## src/rtl/aes_req_scheduler.sv

```systemverilog
// aes_req_scheduler: single-outstanding AES request front-end with fault retry and timeout (AES_SCHED_STATS_EN adds stat counters)
module aes_req_scheduler #(
    parameter int TAG_W     = 8,
    parameter int MAX_RETRY = 2,
    parameter int TIMEOUT   = 64
) (
    input  logic             clk,
    input  logic             rst,
    input  logic             in_valid,
    output logic             in_ready,
    input  logic [127:0]     in_key,
    input  logic [127:0]     in_pt,
    input  logic [TAG_W-1:0] in_tag,
    output logic             aes_start,
    output logic [127:0]     aes_key,
    output logic [127:0]     aes_pt,
    input  logic             aes_busy,
    input  logic             aes_done,
    input  logic [127:0]     aes_ct,
    input  logic             aes_fault,
    output logic             out_valid,
    input  logic             out_ready,
    output logic [127:0]     out_ct,
    output logic [TAG_W-1:0] out_tag,
    output logic             out_err,
    output logic [3:0]       out_tries
`ifdef AES_SCHED_STATS_EN
    ,
    output logic [31:0]      stat_req,
    output logic [31:0]      stat_fault,
    output logic [31:0]      stat_err
`endif
);
    typedef enum logic [1:0] {IDLE, ISSUE, WAIT, HOLD} state_t;
    localparam logic [3:0]  MR = 4'(MAX_RETRY);
    localparam logic [15:0] TL = 16'(TIMEOUT - 1);
    state_t      state;
    logic [3:0]  tries;
    logic [15:0] timer;
    logic        unused_busy;
    assign unused_busy = aes_busy;
    always_ff @(posedge clk) begin
        if (rst) begin
            state     <= IDLE;
            in_ready  <= 1'b0;
            aes_start <= 1'b0;
            aes_key   <= '0;
            aes_pt    <= '0;
            out_valid <= 1'b0;
            out_ct    <= '0;
            out_tag   <= '0;
            out_err   <= 1'b0;
            out_tries <= '0;
            tries     <= '0;
            timer     <= '0;
        end else begin
            case (state)
                IDLE: begin
                    if (in_valid && in_ready) begin
                        aes_key   <= in_key;
                        aes_pt    <= in_pt;
                        out_tag   <= in_tag;
                        tries     <= '0;
                        in_ready  <= 1'b0;
                        aes_start <= 1'b1;
                        state     <= ISSUE;
                    end else begin
                        in_ready <= 1'b1;
                    end
                end
                ISSUE: begin
                    aes_start <= 1'b0;
                    tries     <= tries + 4'd1;
                    timer     <= '0;
                    state     <= WAIT;
                end
                WAIT: begin
                    if (aes_done && !aes_fault) begin
                        out_ct    <= aes_ct;
                        out_err   <= 1'b0;
                        out_tries <= tries;
                        out_valid <= 1'b1;
                        state     <= HOLD;
                    end else if (aes_done && tries <= MR) begin
                        aes_start <= 1'b1;
                        state     <= ISSUE;
                    end else if (aes_done || timer == TL) begin
                        // faulted ciphertext never reaches out_ct
                        out_ct    <= '0;
                        out_err   <= 1'b1;
                        out_tries <= tries;
                        out_valid <= 1'b1;
                        state     <= HOLD;
                    end else begin
                        timer <= timer + 16'd1;
                    end
                end
                HOLD: begin
                    if (out_ready) begin
                        out_valid <= 1'b0;
                        in_ready  <= 1'b1;
                        state     <= IDLE;
                    end
                end
                default: state <= IDLE;
            endcase
        end
    end
`ifdef AES_SCHED_STATS_EN
    logic deliver;
    assign deliver = (state == HOLD) && out_ready;
    always_ff @(posedge clk) begin
        if (rst) begin
            stat_req   <= '0;
            stat_fault <= '0;
            stat_err   <= '0;
        end else begin
            if (deliver && !(&stat_req))
                stat_req <= stat_req + 32'd1;
            if (deliver && out_err && !(&stat_err))
                stat_err <= stat_err + 32'd1;
            if (state == WAIT && aes_done && aes_fault && !(&stat_fault))
                stat_fault <= stat_fault + 32'd1;
        end
    end
`endif
endmodule
```

## config.mk

```make
export PLATFORM = sky130hd
export DESIGN_NAME = aes_req_scheduler
export DESIGN_NICKNAME = d
export VERILOG_FILES = /design/src/rtl/aes_req_scheduler.sv
export SDC_FILE = /design/constraint.sdc
export NUM_CORES = 1
export LEC_CHECK = 0
export CAP_MARGIN = 5
export CELL_PAD_IN_SITES_DETAIL_PLACEMENT = 2
export CELL_PAD_IN_SITES_GLOBAL_PLACEMENT = 2
export CORE_ASPECT_RATIO = 0.5
export CORE_UTILIZATION = 20
export CTS_BUF_LIST = sky130_fd_sc_hd__clkbuf_2 sky130_fd_sc_hd__clkbuf_4 sky130_fd_sc_hd__clkbuf_8
export DETAILED_ROUTE_END_ITERATION = 8
export PLACE_DENSITY = 0.87
export SLEW_MARGIN = 20
export SYNTH_ARGS = -nofsm -noshare
export SYNTH_HDL_FRONTEND = slang
export SYNTH_SLANG_ARGS = --single-unit
```

## constraint.sdc

```tcl
create_clock -name clk -period 1.9 [get_ports clk]
set_input_delay 0.57 -clock clk [delete_from_list [all_inputs] [get_ports clk]]
set_output_delay 0.57 -clock clk [all_outputs]
set_load 0.01 [all_outputs]
```

==> qor.yml <==
timing.max_cap.violations: 0
slowest_stage: "sky130_fd_sc_hd__dfxtp_2"
wp_data_arrival_ns: 2.48
outcome: "completed"
grt_util_met3_pct: 5.33
total_clock_buffers_created_by_cts: 69
gr-total-overflow: 0
timing.hold.worst.class: "in2reg"
synthesis.area_per_instance_um2: 8.92
detailedRoute.firstPassIterationCount: 6
synth.cell_area_um2: 14600
cts-hold-fix-buffers: 0
cts_max_path_buffers: 3
hold_path_startpoint: "rst"
pwr_density_cell_nw_per_um2: 894
detail_route.drc_violations: 0
yosys_most_used_dff: "sky130_fd_sc_hd__dfxtp_1"
path_clk_slew_ns: 0.07
grt_start_max_net_pins: 67
first_iter_violations: 909
fin_crit_sh_pct: 98.6
number_of_buffers_inserted_by_port_buffering: 797
num_io_pins: 799
report.power.total_mw: 22.2
final_setup_slack_of_the_worst_path_ns: 0.0271
setup.worst_path.start: "timer[0]"
startpoint_type: "register"
worst_hold_path.endpoint: "timer[5]"
ys_top_cells_by_area: "sky130_fd_sc_hd__dfxtp_1 (58%), sky130_fd_sc_hd__nand2_1 (14%), sky130_fd_sc_hd__a21oi_1 (9.3%)"
stage_log_warnings: 30
ys_warn_count: 0
nNetsFinal: 2875
syn_to_final_growth_pct: 69.2
place_area_um2: 24300
static-leakage-power_nw: 10.1
global_route.usage.met2_pct: 42.1
period_needed_ns: 1.87
yosysCellCount: 1641
maximum_level_of_the_cts_h_tree: 3
crit_type: "reg2reg"
finalSetupViolations: 0
count_of_pins_over_their_slew_limit: 0
timing.reg2reg.worst_path_depth: 7
timing.critical_path.to_type: "register"
r2r_start: "timer[0]"
totalNegativeSetupSlack_ns: 0
final_hold_viol_count: 0
async_reset_ff_share_pct: 0
crit_path_max_fanout: 24
worst_hold_slack_ns: 0.256
ys_ff: 422
ys_top_cells_by_count: "sky130_fd_sc_hd__nand2_1 (547), sky130_fd_sc_hd__dfxtp_1 (422), sky130_fd_sc_hd__a21oi_1 (271), sky130_fd_sc_hd__a32o_1 (128), sky130_fd_sc_hd__clkbuf_1 (75)"
worst_r2r_endpoint: "out_ct[88]"
synth.largest_area_cell: "sky130_fd_sc_hd__dfxtp_1"
maxSlewHeadroom_pct: 63.6
cell_count_after_placement: 3345
finalClockSkew_ns: 0.0234
finalInstanceArea_um2: 24800
edf_count: 0
die-area_um2: 74300
dieHeight_um: 193
insertion_delay_late_pin_ns: 0.72
met2RoutedLength_um: 48000
gp_routability_congestion: 0.931
via_count_normalized_by_instance_count: 4.63
wl_met1_um: 38300
wire_length_of_the_first_global_routing_pass_um: 131000
netlist.area_leader.share_pct: 57.7
yosysMostFrequentCell: "sky130_fd_sc_hd__nand2_1"
cts.root.buffer_cell: "sky130_fd_sc_hd__clkbuf_8"
core.rowCount: 69
tightest_slew_ns: 0.545
critical_path.cell_chain: "ha_2 -> and4_4 -> and4_4 -> o211ai_4 -> buf_12 -> buf_12 -> a32o_2"
route.antenna.remaining_nets: 0
biggestRegsByFlops: "aes_key: 128 flops, aes_pt: 128 flops, out_ct: 128 flops"
fill_cells: 7953
core-area_um2: 71700
floorplan.initialDensity_pct: 20.4
critical_path_sink: "out_ct[88]"
syn-num-nets: 2043
finalCoreUtilization_pct: 34.6
worst_ep_required_time_ns: 2.51
irDropWorstVdd_mv: 0.516
clock_tree_from_tritoncts: "done"
yosys.cell_types.count: 49
grt_setup_unrepaired: "yes"
initial_antenna_violation_count: 22
reg2reg_slack_ns: 0.03
wl_met3_um: 3700
cts_setup_buffers: 2
-- kinds of logic (layout without fill, tap and decap cells) --
group / Yosys count / after routing / share of synthesized area, %
flip-flops: 422 / 422 / 57.7
buffers and inverters: 152 / 1036 / 4.49
other: 0 / 16 / 0
AND/OR/NAND/NOR: 621 / 621 / 17.1
multiplexers: 7 / 7 / 0.487
adder cells (fa/ha/maj): 3 / 3 / 0.257
AND-OR/OR-AND: 436 / 436 / 19.9
-- where the power goes --
| group | switching (mW) | internal (mW) | leakage [nW] |
|---|---|---|---|
| Sequential | 0.288 | 9.24 | 3.49 |
| Combinational | 1.74 | 1.60 | 5.78 |
| Clock | 4.34 | 4.94 | 0.808 |
| Total | 6.37 | 15.8 | 10.1 |
-- worst max-delay path, delay by kind of cell (launching register included) --
family,cells,cell delay [ns]
AOI/OAI and AO/OA,2,0.38
DFF,1,0.34
adders and majority gates,1,0.20
and+or+nand+nor,2,0.49
buffers and inverters,2,0.34
-- layout make-up --
cell class	count	area (µm²)	share of cell area, %
Sequential cell	422	8680	35.0
Timing Repair Buffer	901	7640	30.9
Multi-Input combinational cell	1067	5610	22.7
Clock buffer	105	1380	5.56
Tap cell	958	1200	4.84
Clock inverter	18	171	0.692
Inverter	12	47.5	0.192
Antenna cell	16	40.0	0.162
-- placed cells by master, fill, tap and decap left out, drive strengths merged, types with 7 or more instances in the layout --
cell	n
nand2	547
buf	481
dfxtp	422
clkdlybuf4s50	396
a21oi	271
a32o	128
clkbuf	114
diode	16
clkdlybuf4s15	15
inv	14
nor2	12
a31oi	10
nand3	10
clkinv	10
nand4	9
o211ai	7
Figure 1. The metal 1 layer.
The bar under the picture is 100 µm long. Supply wires on this layer in gray.
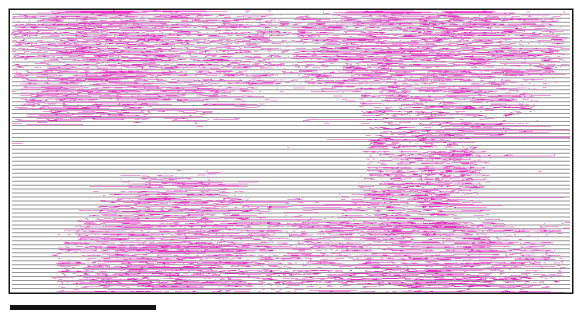
share of all routed wire: 41%
main direction: horizontal
nets with wire on the layer: 2728
met1 Track Usage GR: 28.5%
DR vias: 16.2k
routed wire length: 94600 µm

Figure 2. Routing congestion map.
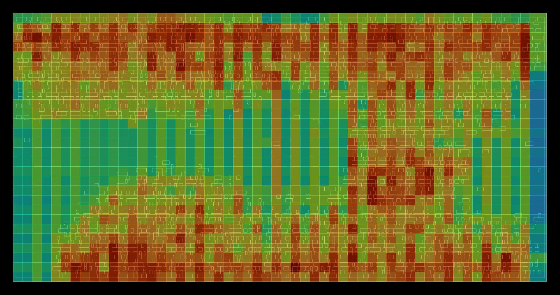
global routing usage summed across all routing layers: 24.4%
GRT busiest layer: met2
post-detailed-route wirelength per cell: 27.0 µm

Figure 3. Layout detail.
The bar under the picture is 10 µm long. Region (268, 28) to (308, 68) µm. Cells in gray, sequential cells in the stronger gray; small squares are vias.
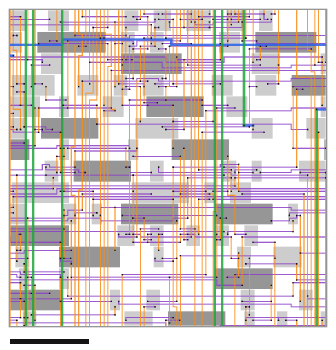
| color | layer |
|---|---|
| purple | M1 |
| orange | M2 |
| green | M4 |
| blue | M3 |
cells with their middle in the window: 74
netlist names of flops here include: aes_key (9), timer (3)
sequential cells in the window: 15
most frequent: nand2_1 (12), buf_4 (12), a21oi_1 (11)

Figure 4. Selected gate families.
The bar under the picture is 100 µm long.
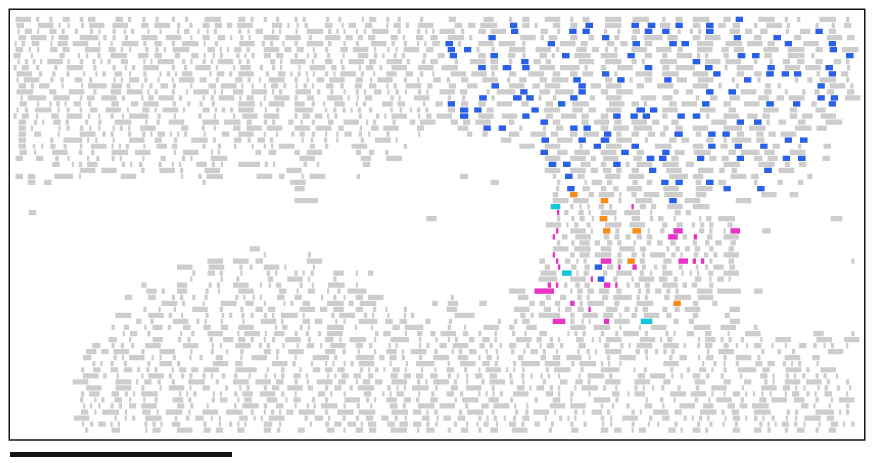
| color | family | cells |
|---|---|---|
| cyan | fa/ha/maj cells | 3 |
| orange | mux cells | 7 |
| blue | non-inverting ao/oa cells | 130 |
| magenta | nor cells | 27 |

Figure 5. Signal wires on met3.
The bar under the picture is 100 µm long.
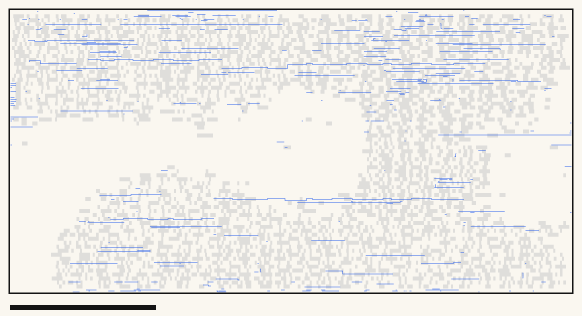
longest straight run: 111 µm
share of all routed wire: 3.9%
main direction: horizontal
nets with wire on the layer: 186
wire length on this layer: 3700 µm

Power is estimated from default activity; no workload was simulated.
